Figure 1. Cells colored by class (run 1).
Scale: 1 px per µm.
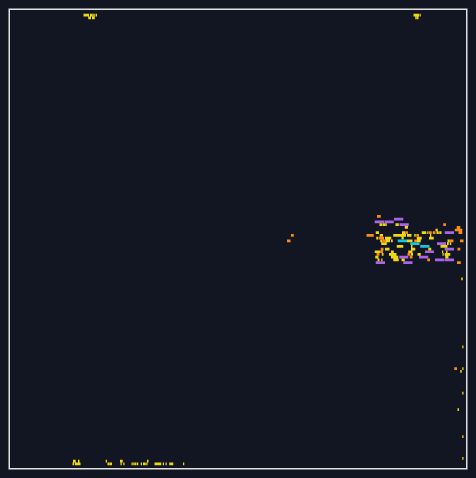
Figure 2. Where the registers sit (run 1).
Scale: 1 px per µm. Other sequential cells in the stronger gray, the rest of the logic in the fainter gray.
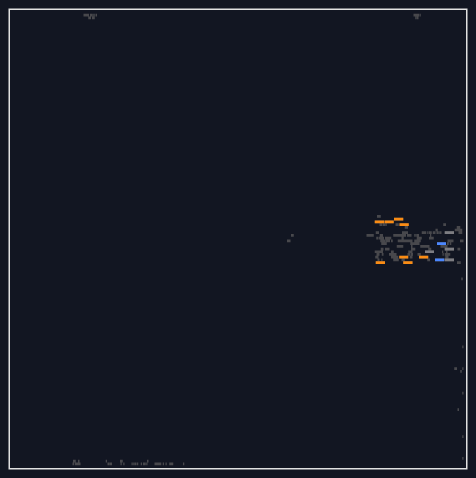
Figure 3. M3 wires (run 1).
Scale: 1 px per µm.
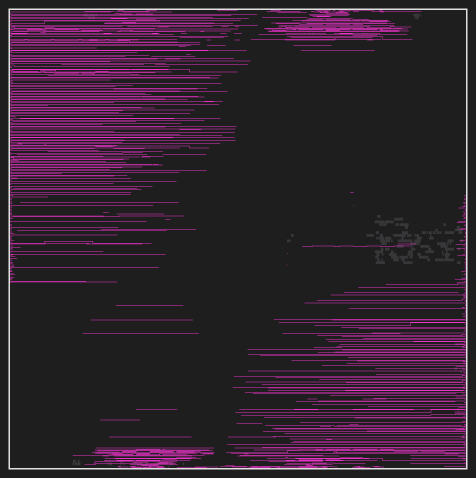
`src/rtl/quiescence_slot_gate.sv`:
```
// Per-slot quiescence client: gates the slot's memory request path, drains it, and answers checks.
// Optional define QUIESCE_STATS_EN adds a drain-cycle counter reported in response bits [63:32].

package quiescence_slot_gate_pkg;
  typedef struct packed {
    logic        valid;
    logic        isRequest;
    logic [63:0] data;
  } QuiescenceReq;

  typedef struct packed {
    logic        valid;
    logic [63:0] data;
  } QuiescenceResp;
endpackage

module quiescence_slot_gate
  import quiescence_slot_gate_pkg::*;
#(
  parameter int unsigned REQ_WIDTH       = 512,
  parameter int unsigned CNT_WIDTH       = 8,
  parameter int unsigned MAX_OUTSTANDING = 255
) (
  input  logic                 clk,
  input  logic                 rst_n,
  input  QuiescenceReq         quiescence_req,
  output QuiescenceResp        quiescence_resp,
  input  logic                 app_req_valid,
  input  logic [REQ_WIDTH-1:0] app_req_data,
  output logic                 app_req_ready,
  output logic                 mem_req_valid,
  output logic [REQ_WIDTH-1:0] mem_req_data,
  input  logic                 mem_req_ready,
  input  logic                 mem_resp_fire,
  output logic                 quiesced,
  output logic                 cnt_err
);

  typedef enum logic [1:0] {StRunning, StDraining, StQuiesced} state_e;

  localparam logic [CNT_WIDTH-1:0] MaxCnt = CNT_WIDTH'(MAX_OUTSTANDING);

  state_e               state_q, state_d;
  logic [CNT_WIDTH-1:0] outstanding_q, outstanding_d;
  logic                 cnt_err_q, cnt_err_d;
  logic                 quiesced_q, quiesced_d;
  logic                 resp_valid_q, resp_valid_d;
  logic [63:0]          resp_data_q, resp_data_d;

  logic can_issue, fire, quiesce_cmd, resume_cmd, check_cmd;
  logic unused_req_data;

  assign unused_req_data = ^quiescence_req.data[63:1];

  assign quiesce_cmd = quiescence_req.valid & quiescence_req.isRequest & quiescence_req.data[0];
  assign resume_cmd  = quiescence_req.valid & quiescence_req.isRequest & ~quiescence_req.data[0];
  assign check_cmd   = quiescence_req.valid & ~quiescence_req.isRequest;

  assign can_issue     = (state_q == StRunning) && (outstanding_q != MaxCnt);
  assign mem_req_valid = app_req_valid & can_issue;
  assign app_req_ready = mem_req_ready & can_issue;
  assign mem_req_data  = app_req_data;
  assign fire          = mem_req_valid & mem_req_ready;

`ifdef QUIESCE_STATS_EN
  logic [31:0] drain_cycles_q, drain_cycles_d;
`endif

  always_comb begin
    outstanding_d = outstanding_q;
    cnt_err_d     = cnt_err_q;
    // A completion with nothing outstanding is an environment error; never wrap below zero.
    if (fire && !mem_resp_fire) begin
      outstanding_d = outstanding_q + 1'b1;
    end else if (!fire && mem_resp_fire) begin
      if (outstanding_q == '0) begin
        cnt_err_d = 1'b1;
      end else begin
        outstanding_d = outstanding_q - 1'b1;
      end
    end

    state_d = state_q;
    unique case (state_q)
      StRunning:  if (quiesce_cmd) state_d = StDraining;
      StDraining: begin
        if (resume_cmd) begin
          state_d = StRunning;
        end else if (outstanding_q == '0) begin
          state_d = StQuiesced;
        end
      end
      StQuiesced: if (resume_cmd) state_d = StRunning;
      default:    state_d = StRunning;
    endcase

    quiesced_d   = (state_d == StQuiesced);
    resp_valid_d = check_cmd;
`ifdef QUIESCE_STATS_EN
    drain_cycles_d = drain_cycles_q;
    if (state_q != StDraining && state_d == StDraining) begin
      drain_cycles_d = '0;
    end else if (state_q == StDraining && drain_cycles_q != 32'hFFFF_FFFF) begin
      drain_cycles_d = drain_cycles_q + 32'd1;
    end
    resp_data_d = {drain_cycles_q, 31'b0, state_q == StQuiesced};
`else
    resp_data_d = {63'b0, state_q == StQuiesced};
`endif
  end

  always_ff @(posedge clk or negedge rst_n) begin
    if (!rst_n) begin
      state_q       <= StRunning;
      outstanding_q <= '0;
      cnt_err_q     <= 1'b0;
      quiesced_q    <= 1'b0;
      resp_valid_q  <= 1'b0;
      resp_data_q   <= '0;
    end else begin
      state_q       <= state_d;
      outstanding_q <= outstanding_d;
      cnt_err_q     <= cnt_err_d;
      quiesced_q    <= quiesced_d;
      resp_valid_q  <= resp_valid_d;
      resp_data_q   <= resp_data_d;
    end
  end

`ifdef QUIESCE_STATS_EN
  always_ff @(posedge clk or negedge rst_n) begin
    if (!rst_n) begin
      drain_cycles_q <= '0;
    end else begin
      drain_cycles_q <= drain_cycles_d;
    end
  end
`endif

  assign quiescence_resp.valid = resp_valid_q;
  assign quiescence_resp.data  = resp_data_q;
  assign quiesced              = quiesced_q;
  assign cnt_err               = cnt_err_q;

endmodule
```
`config.mk`:
```
export PLATFORM = sky130hd
export DESIGN_NAME = quiescence_slot_gate
export DESIGN_NICKNAME = d
export VERILOG_FILES = /design/src/rtl/quiescence_slot_gate.sv
export SDC_FILE = /design/constraint.sdc
export NUM_CORES = 1
export LEC_CHECK = 0
export CAP_MARGIN = 0
export CELL_PAD_IN_SITES_DETAIL_PLACEMENT = 0
export CELL_PAD_IN_SITES_GLOBAL_PLACEMENT = 2
export CORE_AREA = 2 2 454 456
export CTS_BUF_LIST = sky130_fd_sc_hd__clkbuf_16
export CTS_CLUSTER_SIZE = 25
export DETAILED_ROUTE_END_ITERATION = 8
export DIE_AREA = 0 0 456 458
export GPL_TIMING_DRIVEN = 1
export PLACE_DENSITY = 0.42
export SYNTH_ARGS = -nofsm -noshare
export SYNTH_HDL_FRONTEND = slang
export SYNTH_SLANG_ARGS = --single-unit
```
`constraint.sdc`:
```
create_clock -name clk -period 3.1 [get_ports clk]
set_input_delay 0.62 -clock clk [delete_from_list [all_inputs] [get_ports clk]]
set_output_delay 0.62 -clock clk [all_outputs]
set_load 0.1 [all_outputs]
```
==> run_summary.xml, run 1 <==
<?xml version="1.0" encoding="UTF-8"?>
<metrics>
  <group name="route">
    <metric name="met3_wirelength" unit="µm">42000</metric>
    <metric name="highest_layer" unit="">met5</metric>
    <metric name="wirelength" unit="µm">90100</metric>
    <metric name="drc" unit="">0</metric>
  </group>
  <group name="power">
    <metric name="switching_share" unit="">0.528</metric>
    <metric name="p_leak" unit="nW">0.765</metric>
    <metric name="power" unit="mW">1.60</metric>
    <metric name="power_frac_comb" unit="">0.649</metric>
    <metric name="dominant_power_group" unit="">combinational logic</metric>
    <metric name="pwr.group.clock" unit="mW">0.247</metric>
    <metric name="pwr-share-clk" unit="">0.154</metric>
    <metric name="cell_internal_pwr" unit="mW">0.754</metric>
    <metric name="power_switching" unit="mW">0.844</metric>
    <metric name="comb_power" unit="mW">1.04</metric>
  </group>
  <group name="critical_path">
    <metric name="cpPeakStageDelay" unit="ns">0.46</metric>
    <metric name="r2r_setup_slk" unit="ns">0.35</metric>
    <metric name="regToRegStartpoint" unit="">outstanding_q[4]</metric>
    <metric name="rr_endpoint" unit="">outstanding_q[7]</metric>
  </group>
  <group name="place">
    <metric name="place_inst" unit="">2861</metric>
  </group>
  <group name="cells_and_area">
    <metric name="non_clock_inverter_count" unit="">3</metric>
    <metric name="postLayoutCoreUtil" unit="">0.0236</metric>
    <metric name="layout.nets" unit="">770</metric>
    <metric name="signal_buffer_area_fraction" unit="">0.0511</metric>
    <metric name="fraction_of_layout_instances_using_a_drive_strength_above_1" unit="">0.182</metric>
    <metric name="finalNonFillerCells" unit="">2865</metric>
    <metric name="buffers" unit="">27</metric>
  </group>
  <group name="cts">
    <metric name="cts_root_buffer" unit="">clkbuf_16</metric>
    <metric name="cts_hold_buffers" unit="">0</metric>
    <metric name="numCtsBuffers" unit="">3</metric>
    <metric name="clock.latency.late_pin" unit="ns">0.25</metric>
  </group>
  <group name="yosys">
    <metric name="ys_sh_mux" unit="">0.00480</metric>
    <metric name="synth.yosys.warnings" unit="">0</metric>
    <metric name="syn_area_per_cell" unit="µm²">7.90</metric>
    <metric name="synth-seq-area-share" unit="">0.0671</metric>
    <metric name="yosys.cell_types.count" unit="">32</metric>
  </group>
  <group name="timing">
    <metric name="setup-tns-final" unit="ns">0</metric>
    <metric name="rsz0062_at_grt" unit="">false</metric>
  </group>
  <group name="floorplan">
    <metric name="die_x" unit="µm">456</metric>
  </group>
  <group name="global_routing">
    <metric name="grt.overflow.total" unit="">0</metric>
    <metric name="first_global_vias" unit="">1774</metric>
  </group>
  <group name="run_status">
    <metric name="outcome" unit="">complete, no violations</metric>
  </group>
</metrics>
Notes on Figure 1 above:
cyan -> clock drivers  # cells 3
yellow -> combinational and other logic  # cells 132
orange -> other buffers and delay cells  # cells 27
purple -> flops  # cells 14
fraction of area in registers: 0.0730
area of the placeable core: 204000 µm²
final design area excluding fillers: 4800 µm²

Notes on Figure 2 above:
orange -> outstanding_q  # flops 8, where middle right
blue -> state_q  # flops 2
footprint of the flip-flops and latches: 350 µm²
sequential power: 0.314 mW

Notes on Figure 3 above:
share of all routed wire = 47%
longest straight run = 246 µm
via count: 2075
global-route track usage on met3: 0.184

Figure 4. Placement view (run 1).
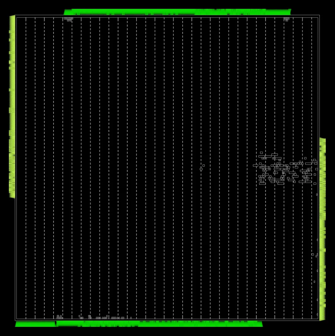

==> run 2, diff against run 1 <==
Settings changed: ABC_AREA set to 1, CORE_AREA 2 2 454 456 to 2 2 458 460, DIE_AREA 0 0 456 458 to 0 0 460 462, GPL_TIMING_DRIVEN 1 to unset, PLACE_DENSITY 0.42 to 0.43.
Clock period 3.1 ns to 2.55 ns, I/O delays scaled along.
Figure 5. Placement view (run 2).
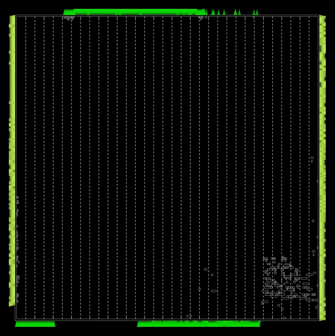
fraction of area in registers: 0.0693
tap cells: 2720

Figure 6. Cells colored by class (run 2).
Scale: 1 px per µm.
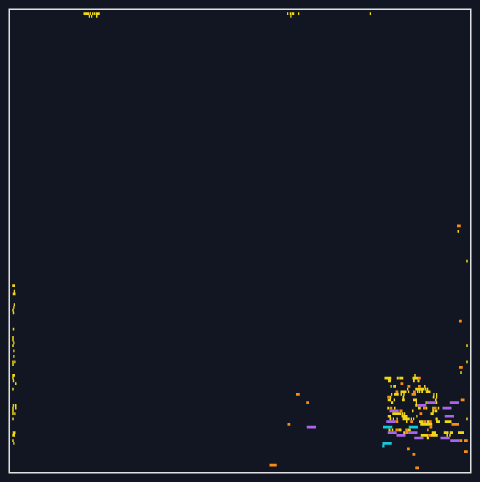
cyan -> clock drivers and dummy loads  # cells 4
yellow -> combinational and other logic  # cells 178
purple -> flops  # cells 14
orange -> other buffers and delay cells  # cells 37
utilization after layout: 0.0243
area of the placeable core: 208000 µm²
final design area excluding fillers: 5060 µm²

==> run 2 against run 1 <==
Net effect: worst hold slack worse by 0.0016 ns; worst setup slack worse by 0.015 ns; wire length is 18% higher; die size is 1.8% higher.
==> run_summary.xml, run 2 <==
<?xml version="1.0" encoding="UTF-8"?>
<metrics>
  <group name="run_status">
    <metric name="outcome" unit="">complete, no violations</metric>
  </group>
  <group name="cells_and_area">
    <metric name="non_clock_inverter_count" unit="">21</metric>
    <metric name="layout.nets" unit="">826</metric>
    <metric name="fraction_of_layout_instances_using_a_drive_strength_above_1" unit="">0.206</metric>
    <metric name="buffers" unit="">37</metric>
    <metric name="signal_buffer_area_fraction" unit="">0.0634</metric>
    <metric name="reg_top3" unit="">outstanding_q x8, state_q x2</metric>
    <metric name="finalNonFillerCells" unit="">2953</metric>
    <metric name="sequential_cell_area" unit="µm²">350</metric>
  </group>
  <group name="route">
    <metric name="num_vias" unit="">2168</metric>
    <metric name="antenna_left" unit="">0</metric>
    <metric name="wirelength" unit="µm">106000</metric>
    <metric name="drtPass1Iterations" unit="">4</metric>
    <metric name="drc" unit="">0</metric>
    <metric name="met3_wirelength" unit="µm">55600</metric>
    <metric name="highest_layer" unit="">met5</metric>
  </group>
  <group name="critical_path">
    <metric name="endpoint_kind" unit="">flop</metric>
    <metric name="r2r_setup_slk" unit="ns">0.29</metric>
    <metric name="arr_time_crit_path" unit="ns">2.48</metric>
    <metric name="start_kind" unit="">input pin</metric>
    <metric name="regToRegStartpoint" unit="">state_q[1]</metric>
    <metric name="cpPeakStageDelay" unit="ns">0.47</metric>
    <metric name="rr_endpoint" unit="">outstanding_q[7]</metric>
  </group>
  <group name="power">
    <metric name="dominant_power_group" unit="">combinational logic</metric>
    <metric name="power_switching" unit="mW">1.33</metric>
    <metric name="power_frac_comb" unit="">0.715</metric>
    <metric name="pwr.group.sequential" unit="mW">0.368</metric>
    <metric name="cell_internal_pwr" unit="mW">1.08</metric>
    <metric name="pwr.group.clock" unit="mW">0.318</metric>
    <metric name="power" unit="mW">2.40</metric>
    <metric name="comb_power" unit="mW">1.72</metric>
    <metric name="switching_share" unit="">0.551</metric>
    <metric name="p_leak" unit="nW">0.976</metric>
    <metric name="pwr-share-clk" unit="">0.132</metric>
  </group>
  <group name="yosys">
    <metric name="synth.yosys.warnings" unit="">0</metric>
    <metric name="syn_area_per_cell" unit="µm²">7.50</metric>
    <metric name="ys_sh_mux" unit="">0</metric>
    <metric name="yosys.cell_types.count" unit="">25</metric>
    <metric name="most_area_consuming_cells_after_synthesis" unit="">buf_4 (82%), dfrtp_1 (6.6%), nand2_1 (3.0%), ha_1 (1.9%), inv_1 (1.5%)</metric>
    <metric name="yosys.area_share.simple" unit="">0.0595</metric>
    <metric name="synth.comb.largest_family" unit="">buffers and inverters</metric>
    <metric name="synth_flop_count" unit="">14</metric>
    <metric name="synth-seq-area-share" unit="">0.0661</metric>
  </group>
  <group name="timing">
    <metric name="rsz0062_at_grt" unit="">false</metric>
    <metric name="setup-tns-final" unit="ns">0</metric>
    <metric name="timing.final.crit_period" unit="ns">2.34</metric>
  </group>
  <group name="global_routing">
    <metric name="first_global_vias" unit="">2052</metric>
    <metric name="grt.overflow.total" unit="">0</metric>
    <metric name="grt_util_met3" unit="">0.234</metric>
  </group>
  <group name="cts">
    <metric name="cts_root_buffer" unit="">clkbuf_16</metric>
    <metric name="numCtsBuffers" unit="">3</metric>
    <metric name="clock.latency.late_pin" unit="ns">0.25</metric>
    <metric name="cts_hold_buffers" unit="">0</metric>
  </group>
  <group name="floorplan">
    <metric name="die_x" unit="µm">460</metric>
  </group>
  <group name="place">
    <metric name="port-buffer-count" unit="">13</metric>
    <metric name="dpl_cell_area" unit="µm²">4980</metric>
    <metric name="place_inst" unit="">2949</metric>
  </group>
  <group name="job">
    <metric name="warning_total_across_the_stage_logs" unit="">90</metric>
    <metric name="cap_violations" unit="">0</metric>
  </group>
</metrics>
==> run 3, diff against run 2 <==
Settings changed: ABC_CLOCK_PERIOD_IN_PS set to 2550.
Figure 7. M3 wires (run 3).
Scale: 1 px per µm.
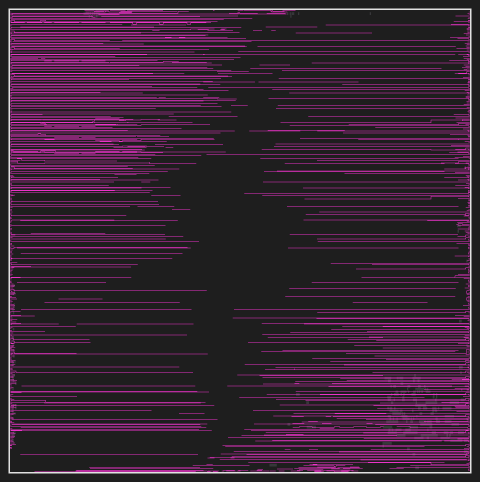
longest straight run = 347 µm
nets with wire on the layer = 550
share of all routed wire = 52%
wire length on this layer = 55.6 mm
via count: 2168
global-route track usage on met3: 0.234
DRT Wirelength: 106000 µm

Figure 8. Where the registers sit (run 3).
Scale: 1 px per µm. Other sequential cells in the stronger gray, the rest of the logic in the fainter gray.
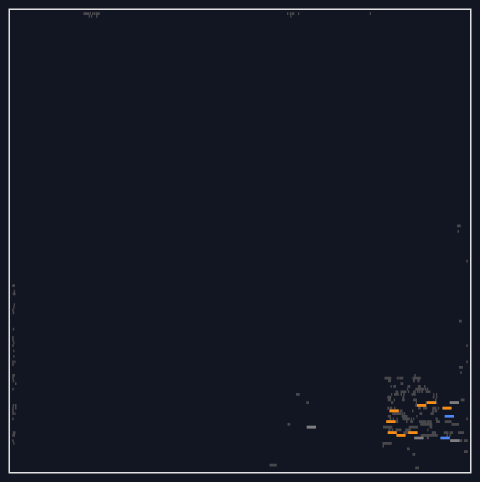
blue -> state_q  # flops 2
orange -> outstanding_q  # flops 8, where lower right
not colored = 4
sequential power: 0.368 mW

==> run 3 against run 2 <==
Net effect: sequential share of layout area unchanged; register-to-register slack hardly changed; largest power group unchanged; critical path type unchanged; utilization stayed put; largest cell class unchanged; combinational power barely moved; clock skew unchanged; die size stayed put; area after synthesis did not move; power stayed put; critical endpoint unchanged.
==> run_summary.xml, run 3 <==
<?xml version="1.0" encoding="UTF-8"?>
<metrics>
  <group name="cells_and_area">
    <metric name="sequential_cell_area" unit="µm²">350</metric>
    <metric name="comb_area" unit="µm²">822</metric>
    <metric name="fraction_of_layout_instances_using_a_drive_strength_above_1" unit="">0.206</metric>
    <metric name="finalNonFillerCells" unit="">2953</metric>
    <metric name="final_design_area_excluding_fillers" unit="µm²">5060</metric>
    <metric name="max_flop_register" unit="">outstanding_q</metric>
    <metric name="layout.nets" unit="">826</metric>
    <metric name="signal_buffer_area_fraction" unit="">0.0634</metric>
    <metric name="buffers" unit="">37</metric>
    <metric name="reg_top3" unit="">outstanding_q x8, state_q x2</metric>
    <metric name="postLayoutCoreUtil" unit="">0.0243</metric>
    <metric name="area.share.sequential" unit="">0.0693</metric>
    <metric name="non_clock_inverter_count" unit="">21</metric>
  </group>
  <group name="power">
    <metric name="power" unit="mW">2.40</metric>
    <metric name="cell_internal_pwr" unit="mW">1.08</metric>
    <metric name="p_leak" unit="nW">0.976</metric>
    <metric name="power_switching" unit="mW">1.33</metric>
    <metric name="power.density_cell_area" unit="nW/µm²">475</metric>
    <metric name="pwr.group.clock" unit="mW">0.318</metric>
    <metric name="comb_power" unit="mW">1.72</metric>
    <metric name="power_frac_comb" unit="">0.715</metric>
    <metric name="dominant_power_group" unit="">combinational logic</metric>
    <metric name="switching_share" unit="">0.551</metric>
    <metric name="pwr-share-clk" unit="">0.132</metric>
  </group>
  <group name="yosys">
    <metric name="synth-compound-area-share" unit="">0.0120</metric>
    <metric name="syn_area_per_cell" unit="µm²">7.50</metric>
    <metric name="ys_sh_mux" unit="">0</metric>
    <metric name="synth-seq-area-share" unit="">0.0661</metric>
    <metric name="most_area_consuming_cells_after_synthesis" unit="">buf_4 (82%), dfrtp_1 (6.6%), nand2_1 (3.0%), ha_1 (1.9%), inv_1 (1.5%)</metric>
    <metric name="synth.yosys.warnings" unit="">0</metric>
    <metric name="syn_area" unit="µm²">5300</metric>
    <metric name="synth.comb.largest_family" unit="">buffers and inverters</metric>
    <metric name="synth_flop_count" unit="">14</metric>
    <metric name="yosys-stat-cells" unit="">707</metric>
    <metric name="yosys.area_share.simple" unit="">0.0595</metric>
    <metric name="yosys.cell_types.count" unit="">25</metric>
  </group>
  <group name="route">
    <metric name="met3_wirelength" unit="µm">55600</metric>
    <metric name="met1_length" unit="µm">3000</metric>
    <metric name="highest_layer" unit="">met5</metric>
    <metric name="drc" unit="">0</metric>
    <metric name="drtPass1Iterations" unit="">4</metric>
    <metric name="antenna_left" unit="">0</metric>
    <metric name="wl_per_cell" unit="µm">35.9</metric>
  </group>
  <group name="global_routing">
    <metric name="met1_usage" unit="">0.00749</metric>
    <metric name="first_global_vias" unit="">2052</metric>
    <metric name="grt.overflow.total" unit="">0</metric>
  </group>
  <group name="cts">
    <metric name="tritoncts" unit="">yes</metric>
    <metric name="cts_hold_buffers" unit="">0</metric>
    <metric name="cts_root_buffer" unit="">clkbuf_16</metric>
    <metric name="clock.latency.late_pin" unit="ns">0.25</metric>
    <metric name="numCtsBuffers" unit="">3</metric>
    <metric name="cts_num_sinks" unit="">14</metric>
  </group>
  <group name="job">
    <metric name="cap_violations" unit="">0</metric>
    <metric name="warning_total_across_the_stage_logs" unit="">90</metric>
  </group>
  <group name="place">
    <metric name="place_inst" unit="">2949</metric>
    <metric name="dpl_cell_area" unit="µm²">4980</metric>
    <metric name="port-buffer-count" unit="">13</metric>
  </group>
  <group name="critical_path">
    <metric name="rr_endpoint" unit="">outstanding_q[7]</metric>
    <metric name="arr_time_crit_path" unit="ns">2.48</metric>
    <metric name="start_kind" unit="">input pin</metric>
    <metric name="cpPeakStageDelay" unit="ns">0.47</metric>
    <metric name="regToRegStartpoint" unit="">state_q[1]</metric>
    <metric name="r2r_setup_slk" unit="ns">0.29</metric>
    <metric name="worst_path_max_delay_cell" unit="">clkdlybuf4s50_1</metric>
    <metric name="endpoint_kind" unit="">flop</metric>
  </group>
  <group name="floorplan">
    <metric name="tapcell.inserted" unit="">2720</metric>
    <metric name="area_of_the_placeable_core" unit="µm²">208000</metric>
    <metric name="die_h" unit="µm">462</metric>
    <metric name="die_x" unit="µm">460</metric>
  </group>
  <group name="timing">
    <metric name="setup-violations-final" unit="">0</metric>
    <metric name="setup-tns-final" unit="ns">0</metric>
    <metric name="rsz0062_at_grt" unit="">false</metric>
    <metric name="timing.final.crit_period" unit="ns">2.34</metric>
  </group>
  <group name="run_status">
    <metric name="outcome" unit="">complete, no violations</metric>
  </group>
  <group name="worst_hold_path">
    <metric name="worst_hold_path_startpoint" unit="">state_q[0]</metric>
    <metric name="worst_hold_path_class" unit="">flop to flop</metric>
  </group>
</metrics>
No activity file was given, so power comes from the tool's default toggle rates.
